$ cat src/rtl/adf4351_cfg_if.sv
// adf4351_cfg_if: three-wire program bus plus status pins of an ADF4351.
// master: drives CLK/DATA/LE/CE/PDBRF, reads MUXOUT/LD. slave: the PLL side.
interface adf4351_cfg_if;
  logic CLK;
  logic DATA;
  logic LE;
  logic CE;
  logic PDBRF;
  logic MUXOUT;
  logic LD;

  modport master (
    output CLK,
    output DATA,
    output LE,
    output CE,
    output PDBRF,
    input  MUXOUT,
    input  LD
  );

  modport slave (
    input  CLK,
    input  DATA,
    input  LE,
    input  CE,
    input  PDBRF,
    output MUXOUT,
    output LD
  );
endinterface

$ cat src/rtl/adf4351_cfg.sv
// adf4351_cfg: shifts six 32-bit words (R5..R0) to an ADF4351 on each
// toggle of update; drives CE/PDBRF and synchronises LD/MUXOUT.
// Ports: clk, rst (async, active-high), update (toggle request),
//   data_5..data_0 (payload bits [31:3]), busy, locked, muxout_s,
//   pll (adf4351_cfg_if.master: CLK, DATA, LE, CE, PDBRF, MUXOUT, LD).
// Param CLK_DIV: serial clock half-period in clk cycles (>= 1).
// Macro ADF4351_AUTO_INIT_EN: run one sequence on the first clock after
//   reset release without waiting for an update toggle.
module adf4351_cfg #(
  parameter int CLK_DIV = 10
) (
  input  logic          clk,
  input  logic          rst,
  input  logic          update,
  input  logic [28:0]   data_5,
  input  logic [28:0]   data_4,
  input  logic [28:0]   data_3,
  input  logic [28:0]   data_2,
  input  logic [28:0]   data_1,
  input  logic [28:0]   data_0,
  output logic          busy,
  output logic          locked,
  output logic          muxout_s,
  adf4351_cfg_if.master pll
);

  localparam int CW = $clog2(2 * CLK_DIV);

  localparam logic [CW-1:0] HALF      = CW'(CLK_DIV);
  localparam logic [CW-1:0] HALF_LAST = CW'(CLK_DIV - 1);
  localparam logic [CW-1:0] BIT_LAST  = CW'(2 * CLK_DIV - 1);

  typedef enum logic [1:0] {
    IDLE,
    SHIFT,
    LATCH,
    GAP
  } state_t;

  state_t state;
  state_t state_n;

  logic [CW-1:0] cnt;
  logic [4:0]    bcnt;
  logic [2:0]    idx;
  logic [2:0]    nidx;
  logic [31:0]   shreg;
  logic [28:0]   snap [6];
  logic          pend;
  logic          upd_q;
  logic          arm;
  logic          ce;
  logic          pdbrf;
  logic          ld_s1;
  logic          ld_s2;
  logic          mux_s1;
  logic          mux_s2;

  logic req;
  logic auto_go;
  logic go;
  logic again;
  logic bit_end;
  logic half_end;
  logic last_bit;
  logic gap_end;
  logic load_seq;
  logic next_word;
  logic seq_done;

  // arm is low only on the first clock after reset; the update copy is
  // reloaded there, so coming out of reset never looks like a toggle.
  assign req = arm && (upd_q != update);

`ifdef ADF4351_AUTO_INIT_EN
  assign auto_go = !arm;
`else
  assign auto_go = 1'b0;
`endif

  assign go        = req || auto_go;
  assign again     = pend || req;
  assign bit_end   = (cnt == BIT_LAST);
  assign half_end  = (cnt == HALF_LAST);
  assign last_bit  = (bcnt == 5'd31);
  assign gap_end   = (state == GAP) && half_end;
  assign seq_done  = gap_end && (idx == 3'd0);
  assign next_word = gap_end && (idx != 3'd0);
  // A pending (or same-cycle) request chains straight into a new pass.
  assign load_seq  = ((state == IDLE) && go)
                  || (seq_done && again);
  assign nidx      = idx - 3'd1;

  always_ff @(posedge clk or posedge rst) begin
    if (rst) begin
      state <= IDLE;
    end else begin
      state <= state_n;
    end
  end

  always_comb begin
    state_n = state;
    unique case (state)
      IDLE: begin
        if (go) state_n = SHIFT;
      end
      SHIFT: begin
        if (bit_end && last_bit) state_n = LATCH;
      end
      LATCH: begin
        if (half_end) state_n = GAP;
      end
      GAP: begin
        if (half_end) begin
          if (idx != 3'd0 || again) state_n = SHIFT;
          else                      state_n = IDLE;
        end
      end
      default: state_n = IDLE;
    endcase
  end

  always_comb begin
    busy     = (state != IDLE);
    pll.CLK  = 1'b0;
    pll.DATA = 1'b0;
    pll.LE   = 1'b0;
    unique case (state)
      SHIFT: begin
        pll.CLK  = (cnt >= HALF);
        pll.DATA = shreg[31];
      end
      LATCH: begin
        pll.LE = 1'b1;
      end
      default: begin
      end
    endcase
  end

  assign pll.CE    = ce;
  assign pll.PDBRF = pdbrf;

  always_ff @(posedge clk or posedge rst) begin
    if (rst) begin
      cnt   <= '0;
      bcnt  <= '0;
      idx   <= '0;
      shreg <= '0;
      pend  <= 1'b0;
      upd_q <= 1'b0;
      arm   <= 1'b0;
      ce    <= 1'b0;
      pdbrf <= 1'b0;
      for (int i = 0; i < 6; i++) begin
        snap[i] <= '0;
      end
    end else begin
      upd_q <= update;
      arm   <= 1'b1;
      ce    <= 1'b1;

      if (state_n != state || state == IDLE
          || (state == SHIFT && bit_end)) begin
        cnt <= '0;
      end else begin
        cnt <= cnt + CW'(1);
      end

      if (load_seq || next_word) begin
        bcnt <= '0;
      end else if (state == SHIFT && bit_end) begin
        bcnt <= bcnt + 5'd1;
      end

      if (load_seq) begin
        idx   <= 3'd5;
        shreg <= {data_5, 3'd5};
        snap[5] <= data_5;
        snap[4] <= data_4;
        snap[3] <= data_3;
        snap[2] <= data_2;
        snap[1] <= data_1;
        snap[0] <= data_0;
      end else if (next_word) begin
        idx   <= nidx;
        shreg <= {snap[nidx], nidx};
      end else if (state == SHIFT && bit_end) begin
        shreg <= {shreg[30:0], 1'b0};
      end

      if (load_seq) begin
        pend <= 1'b0;
      end else if (state != IDLE && req) begin
        pend <= 1'b1;
      end

      if (seq_done) begin
        pdbrf <= 1'b1;
      end
    end
  end

  always_ff @(posedge clk or posedge rst) begin
    if (rst) begin
      ld_s1  <= 1'b0;
      ld_s2  <= 1'b0;
      mux_s1 <= 1'b0;
      mux_s2 <= 1'b0;
    end else begin
      ld_s1  <= pll.LD;
      ld_s2  <= ld_s1;
      mux_s1 <= pll.MUXOUT;
      mux_s2 <= mux_s1;
    end
  end

  assign locked   = ld_s2;
  assign muxout_s = mux_s2;

endmodule

$ cat src/flat_wrapper.sv
// flat-port wrapper written by rule: the top's interface ports become plain ports
module adf4351_cfg_flat 
#(
  parameter int CLK_DIV = 10
)
  (clk, rst, update, data_5, data_4, data_3, data_2, data_1, data_0, busy, locked, muxout_s, pll_CLK, pll_DATA, pll_LE, pll_CE, pll_PDBRF, pll_MUXOUT, pll_LD);
  adf4351_cfg_if pll_i ();
  input  logic clk;
  input  logic rst;
  input  logic update;
  input  logic [28:0] data_5;
  input  logic [28:0] data_4;
  input  logic [28:0] data_3;
  input  logic [28:0] data_2;
  input  logic [28:0] data_1;
  input  logic [28:0] data_0;
  output logic busy;
  output logic locked;
  output logic muxout_s;
  output wire logic [$bits(pll_i.CLK)-1:0] pll_CLK;
  output wire logic [$bits(pll_i.DATA)-1:0] pll_DATA;
  output wire logic [$bits(pll_i.LE)-1:0] pll_LE;
  output wire logic [$bits(pll_i.CE)-1:0] pll_CE;
  output wire logic [$bits(pll_i.PDBRF)-1:0] pll_PDBRF;
  input wire logic [$bits(pll_i.MUXOUT)-1:0] pll_MUXOUT;
  input wire logic [$bits(pll_i.LD)-1:0] pll_LD;
  assign pll_CLK = pll_i.CLK;
  assign pll_DATA = pll_i.DATA;
  assign pll_LE = pll_i.LE;
  assign pll_CE = pll_i.CE;
  assign pll_PDBRF = pll_i.PDBRF;
  assign pll_i.MUXOUT = pll_MUXOUT;
  assign pll_i.LD = pll_LD;
  adf4351_cfg #(.CLK_DIV(CLK_DIV)) u_core (.clk(clk), .rst(rst), .update(update), .data_5(data_5), .data_4(data_4), .data_3(data_3), .data_2(data_2), .data_1(data_1), .data_0(data_0), .busy(busy), .locked(locked), .muxout_s(muxout_s), .pll(pll_i));
endmodule
$ cat config.mk
export PLATFORM = sky130hd
export DESIGN_NAME = adf4351_cfg_flat
export DESIGN_NICKNAME = d
export VERILOG_FILES = /design/src/rtl/adf4351_cfg_if.sv /design/src/rtl/adf4351_cfg.sv /design/src/flat_wrapper.sv
export SDC_FILE = /design/constraint.sdc
export NUM_CORES = 1
export LEC_CHECK = 0
export CELL_PAD_IN_SITES_DETAIL_PLACEMENT = 1
export CELL_PAD_IN_SITES_GLOBAL_PLACEMENT = 1
export CORE_ASPECT_RATIO = 0.7
export CORE_MARGIN = 2
export CORE_UTILIZATION = 44
export DETAILED_ROUTE_END_ITERATION = 10
export PLACE_DENSITY_LB_ADDON = 0.08
export SYNTH_ARGS = -nofsm -noshare
export SYNTH_HDL_FRONTEND = slang
export SYNTH_SLANG_ARGS = --single-unit
$ cat constraint.sdc
create_clock -name clk -period 24 [get_ports clk]
set_input_delay 7.2 -clock clk [delete_from_list [all_inputs] [get_ports clk]]
set_output_delay 7.2 -clock clk [all_outputs]
set_load 0.05 [all_outputs]
### Nets reached from selected ports

(1.5 px per um)
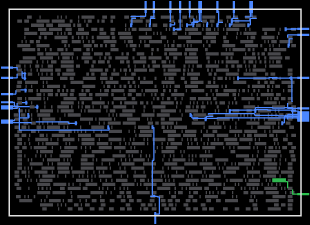
port	colour	bits	direction	edge	end cells	buffers	wire
data_4	blue	29	input	11 top, 9 right, 8 left, 1 bottom	29	29	803 um
muxout_s	green	1	output	right	1	1	13.1 um

### Clock distribution

(2 px per um)
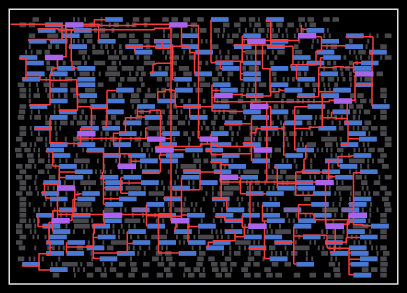
[flip-flops] blue | count: 229
[cells driving clock nets] purple | count: 24
[clock wires] red | length: 3170 um
flops lie	widely spread

### Routing congestion

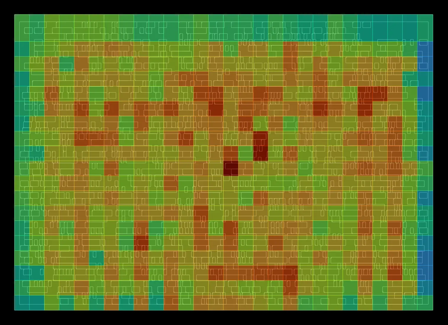
GRT met1 Usage: 33.42%
final core occ: 54.70%

### The metal 4 layer

(2 px per um) Supply wires on this layer in grey.
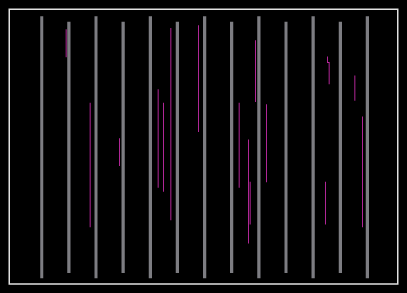
wire length on this layer	618 um
nets with wire on the layer	10

### Placement density heat map

(2 px per um) 19 x 14 tiles, from dark blue (low) to red (high), 0 to 100% covered.
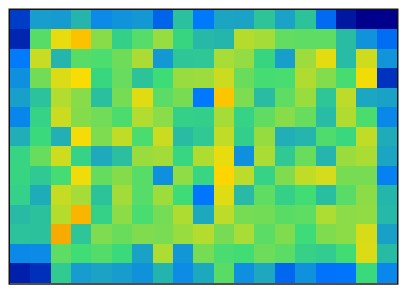
nearly empty tiles	0.80%
mean over tiles	50%
fullest tile	81%
tiles over 75% full	1.9%

==> flow_metrics.env <==
# implementation run metrics
export IMPL_critPathLaunchType="input pin"
export IMPL_yosysChipArea_mm2=0.01106
export IMPL_min_to="u_core.locked$_DFF_PP0_"
export IMPL_synth_area_per_cell_um2=9.770
export IMPL_overflow=0
export IMPL_logic_gate_count=818
export IMPL_worstMarginPinSlew_ns=1.138
export IMPL_ir_drop_v=0.00004422
export IMPL_wirelength_um=31470
export IMPL_maxSlewViolCount=0
export IMPL_worstPathRequired_ns=24.43
export IMPL_reg2reg_from="u_core.idx[0]$_DFFE_PP0N_"
export IMPL_vias=8615
export IMPL_instances_no_fill=1617
export IMPL_ctsHoldBuffers=0
export IMPL_syn_inst=1132
export IMPL_r2r_end="u_core.shreg[17]$_DFFE_PP0P_"
export IMPL_antenna_found_initial=0
export IMPL_synth_distinct_cells=54
export IMPL_startpoint="update"
export IMPL_hp_start="u_core.ld_s1$_DFF_PP0_"
export IMPL_signal_buffers=198
export IMPL_track_usage_pct=24.20
export IMPL_inverters=6
export IMPL_gp_congestion=0.7539
export IMPL_synthTopLogicFamily="simple AND/OR/NAND/NOR gates"
export IMPL_relSlewSlack_pct=24.10
export IMPL_fin_ws_ns=13.81
export IMPL_fp_util_pct=44.80
export IMPL_yosysMostFrequentCell="nand2_1"
export IMPL_internal_power_mw=0.6285
export IMPL_largest_reg_flops=174
export IMPL_fin_crit_ns=10.19
export IMPL_synth_nets=1318
export IMPL_muxShareOfSynthArea_pct=8.779
export IMPL_warning_count=33
export IMPL_highest_layer="met4"
export IMPL_insertion_delay_ns=0.52
export IMPL_outcome="finished, final reports clean"
export IMPL_finalCritPeriodShare_pct=42.47
export IMPL_cp_end_kind="register"
export IMPL_worst_path_buf_inv=3
export IMPL_ys_seq_elements=229
